Figure 1. PDN straps and rails.
The bar under the picture is 20 µm long. Pins as bars on the die edge. Tap cells in grey.
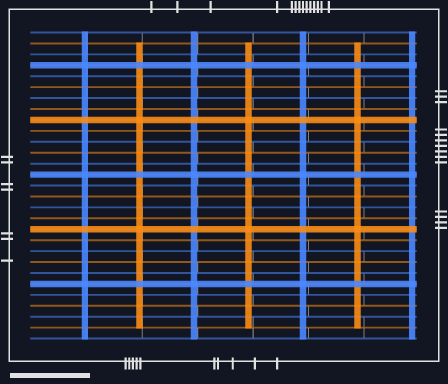
Figure 2. Cell classes on the final placement.
The bar under the picture is 20 µm long.
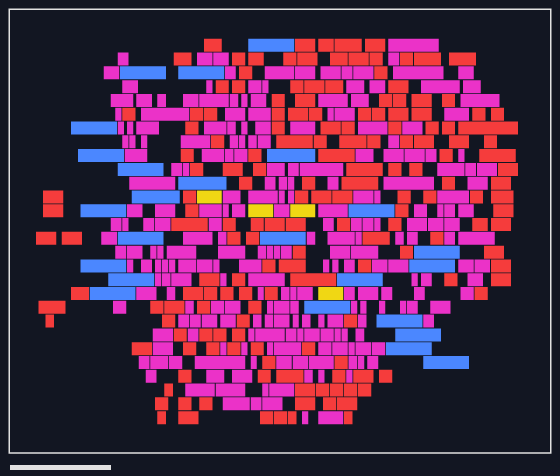
Figure 3. Clock distribution.
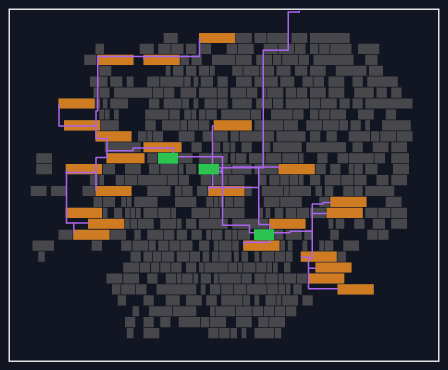
Design multicycle_ctrl, sky130hd; sources not shown.
==> impl_metrics.csv <==
group,metric,value,unit
critical_path,cp_endpoint_kind,"register",
global_route,antenna_violations_before_repair,0,
global_route,global_route.usage.total,16.6,%
placement,detailedPlacementHpwl,5.31,mm
critical_path,crit_path_max_fanout,6,
finish,filler_cell_count,587,
global_route,grt_max_degree,25,
critical_path,setup.reg_to_reg.worst_slack,-0.30,ns
finish,sequential_cell_area,604,µm²
die,die_area,0.00929,mm²
final_timing,clock.fmax,434,MHz
global_route,first_global_vias,2567,
final_timing,setup_violations,39,
power_and_ir_drop,power_density,292,mW/mm²
routing,total_wirelength,8.36,mm
finish,instances_no_fill,529,
power_and_ir_drop,fin_total_pwr,1290,µW
cts,cts_inserted_buffers,3,
finish,layout_top_cell,"sky130_fd_sc_hd__buf_4",
placement,placedInstanceArea,0.00348,mm²
synthesis,synthesis.nets,310,
synthesis,synth.lib_cells_used.distinct,76,
critical_path,reg2regPathDepth,10,
final_timing,grt_setup_unrepaired,"yes",
cts,root_buffer,"sky130_fd_sc_hd__clkbuf_8",
critical_path,timing_worst_setup_path_type,"input port to register",
critical_path,stage_delay_of_the_slowest_cell_on_the_critical_path,0.29,ns
final_timing,finalHoldViolCount,0,
hold_path,hold-path-cell-count,1,
synthesis,synth_top_flop_cell,"sky130_fd_sc_hd__dfrtp_1",
cts,cts_tree,"done",
cts,path_clk_slew,0.09,ns
cts,postCtsHoldBufs,0,
synthesis,synth.yosys.num_cells,290,
routing,detail_route.drc_violations,0,
synthesis,count_of_flip_flops_with_a_built_in_enable_after_synthesis,0,
synthesis,netlist_area,0.00223,mm²
status,status,"finished with violations",
finish,finish.net_count,460,
critical_path,crit_start_category,"input port",
critical_path,path_cells,"buf_4 -> buf_6 -> nand2b_4 -> a21oi_2 -> a2bb2oi_2 -> o21ai_4 -> inv_2 -> ha_4 -> nor3_4 -> o311ai_2 -> a21oi_2 -> o31ai_2 -> o211ai_2 -> a211oi_2",
die,ioPinCount,45,
flow_run,timing.max_cap.violations,0,
final_timing,worst_slack,-0.506,ns
routing,drt_iter0_drc,228,
synthesis,yosys_warnings,6,
routing,avgRoutedWirePerCell,15.8,µm
synthesis,synth-seq-area-share,26.9,%
synthesis,synthesis.area_per_instance,7.71,µm²
critical_path,cp_data_required_time,2.00,ns
synthesis,async_reset_ff_share,100,%
die,core_util_floorplan,30.5,%
finish,final_layout_top_logic_cells,"99 x sky130_fd_sc_hd__buf_4, 39 x sky130_fd_sc_hd__buf_6, 36 x sky130_fd_sc_hd__nand2_1, 21 x sky130_fd_sc_hd__dfrtp_1, 18 x sky130_fd_sc_hd__nor2_1",
final_timing,fin_crit,2.31,ns
placement,placement.io_buffers,44,
finish,area_delta_synth_final,98.3,%
final_timing,maxSlewViolCount,0,
finish,area.combinational,0.00202,mm²
global_route,gr-total-overflow,0,
critical_path,cp.arrival,2.51,ns
routing,vias,2727,
global_route,wire_length_of_the_first_global_routing_pass,12.6,mm
final_timing,timing_worst_slew_pin_value,0.332,ns
cts,cts_max_level,1,
cts,cts_sinks,24,
power_and_ir_drop,static_leak,0.00188,µW
finish,largest_register_ff_count,14,
power_and_ir_drop,max-vdd-ir-drop,0.000236,V
synthesis,synth_flop_count,24,
routing,drt.antenna.violating_nets,0,
synthesis,yosysChipArea,0.00223,mm²
critical_path,critical-path-slowest-cell,"sky130_fd_sc_hd__o311ai_2",
final_timing,maxSlewHeadroom,77.7,%
critical_path,timing.critical_path.mode_cell,"sky130_fd_sc_hd__a21oi_2",
finish,final_layout_size_suffix_gt1_share,64.0,%
synthesis,postSynthCellCount,290,
placement,dpl.cell_count,487,
status,failing_checks,"negative setup slack",
final_timing,final_min_period_over_clock_period,128,%
finish,antenna_cells_inserted,0,
flow_run,openroad.warnings,31,
routing,detail_route.first_pass.iterations,5,
hold_path,worstHoldPathType,"register to register",
routing,routed_via_density,5.16,
cts,clock_path_buffers,2,
-- Figure 1 (at the start) --
[VDD] orange
[VSS] blue
signal pins: 45
met1 rails: 29
met4 straps: 7
met5 straps: 5
die outline height: 87.2 µm
horizontal die dimension: 106 µm
core area: 0.00732 mm²

-- Figure 2 (at the start) --
[sequential cells] blue | cells: 24 | share of their area: 14%
[combinational and other logic] magenta | cells: 243 | share of their area: 48%
[remaining buffers and delay cells] red | cells: 168 | share of their area: 37%
[clock drivers and dummy loads] yellow | cells: 4 | share of their area: 1.3%
end-of-flow core utilization: 60.5%
Seq area share: 13.6%
final instance area: 0.00443 mm²
Core Rows: 28

-- Figure 3 (at the start) --
[clock drivers] green | count: 3
[flip-flops] orange | count: 24
[clock wires] purple | length: 367 µm
routed clock nets: 4
power drawn by the clock network: 385 µW
final worst clock skew: 0.00189 ns
portion of total power attributed to the clock network: 29.8%
Clock Latency Late Sink: 0.27 ns

## per-layer routing
metal | global-route usage [%] | vias up | wire (µm)
li1 | - | 1318 | -
met1 | 23.3 | 1328 | 3840
met2 | 27.3 | 70 | 4060
met3 | 2.45 | 11 | 371
met4 | 3.14 | 0 | 85
met5 | 0 | - | 0
## kinds of logic (layout without fill, tap and decap cells)
group           after synthesis  in the layout  share of synthesized area [%]
compound gates               63             63                           22.2
xor+xnor                      9              9                           3.86
fa+ha+maj                     4              4                           2.24
buf+inv                      32            181                           7.50
flops                        24             24                           26.9
mux                           2              2                           1.18
simple gates                156            156                           36.2
## what timing repair did
item / 4_1_cts / 5_1_grt
setup buffers: 21 / 16
cloned: 1 / 2
gates resized: 236 / 110
endpoints found under the hold margin: 0 / 0
pin swaps: 29 / 56
endpoints found under the setup margin: 50 / 47
## where the power goes
| part | switching (µW) | internal [µW] | total (µW) |
|---|---|---|---|
| combinational | 171 | 186 | 357 |
| sequential | 5.38 | 545 | 550 |
| clock | 189 | 196 | 385 |
## per-stage QoR
stage	hold WS, ns	setup WS (ns)	TNS, ns	utilization (%)
2_1_floorplan	0.242	-0.487	-2.29	-
3_3_place_gp	0.457	-1.13	-20.51	47.5
3_5_place_dp	0.457	-1.15	-21.21	47.5
4_1_cts	0.480	-0.626	-5.73	53.8
5_1_grt	0.519	-0.623	-8.69	60.5
6_report	0.490	-0.506	-6.08	60.5
## worst max-delay path, delay by kind of cell
kind	cells	cell delay (ns)
AOI/OAI and AO/OA	8	1.41
buffers and inverters	3	0.36
adders and majority gates	1	0.28
and+or+nand+nor	2	0.10
## layout make-up
type | count | share of cell area (%)
multi-input cells | 234 | 45.6
repair buffers | 168 | 36.0
flip-flops and latches | 24 | 13.6
well taps | 90 | 2.54
clock buffers | 4 | 1.24
inverters | 9 | 0.960
## cell usage after synthesis, types with 3 or more instances
cell type | number | area [µm²]
sky130_fd_sc_hd__a21oi_1 | 11 | 55.1
sky130_fd_sc_hd__and2_1 | 8 | 50.1
sky130_fd_sc_hd__buf_2 | 8 | 40.0
sky130_fd_sc_hd__buf_6 | 4 | 45.0
sky130_fd_sc_hd__clkbuf_1 | 9 | 33.8
sky130_fd_sc_hd__dfrtp_1 | 24 | 601
sky130_fd_sc_hd__ha_1 | 4 | 50.1
sky130_fd_sc_hd__inv_1 | 7 | 26.3
sky130_fd_sc_hd__nand2_1 | 62 | 233
sky130_fd_sc_hd__nand2b_1 | 8 | 50.1
sky130_fd_sc_hd__nand3_1 | 5 | 25.0
sky130_fd_sc_hd__nand3b_1 | 5 | 37.5
sky130_fd_sc_hd__nand4_1 | 3 | 18.8
sky130_fd_sc_hd__nor2_1 | 29 | 109
sky130_fd_sc_hd__nor2b_1 | 4 | 25.0
sky130_fd_sc_hd__nor3_1 | 10 | 50.1
sky130_fd_sc_hd__o21ai_0 | 7 | 35.0
sky130_fd_sc_hd__o21ai_1 | 6 | 30.0
sky130_fd_sc_hd__xnor2_1 | 4 | 35.0
sky130_fd_sc_hd__xor2_1 | 4 | 35.0
Power and IR drop assume default switching activity.
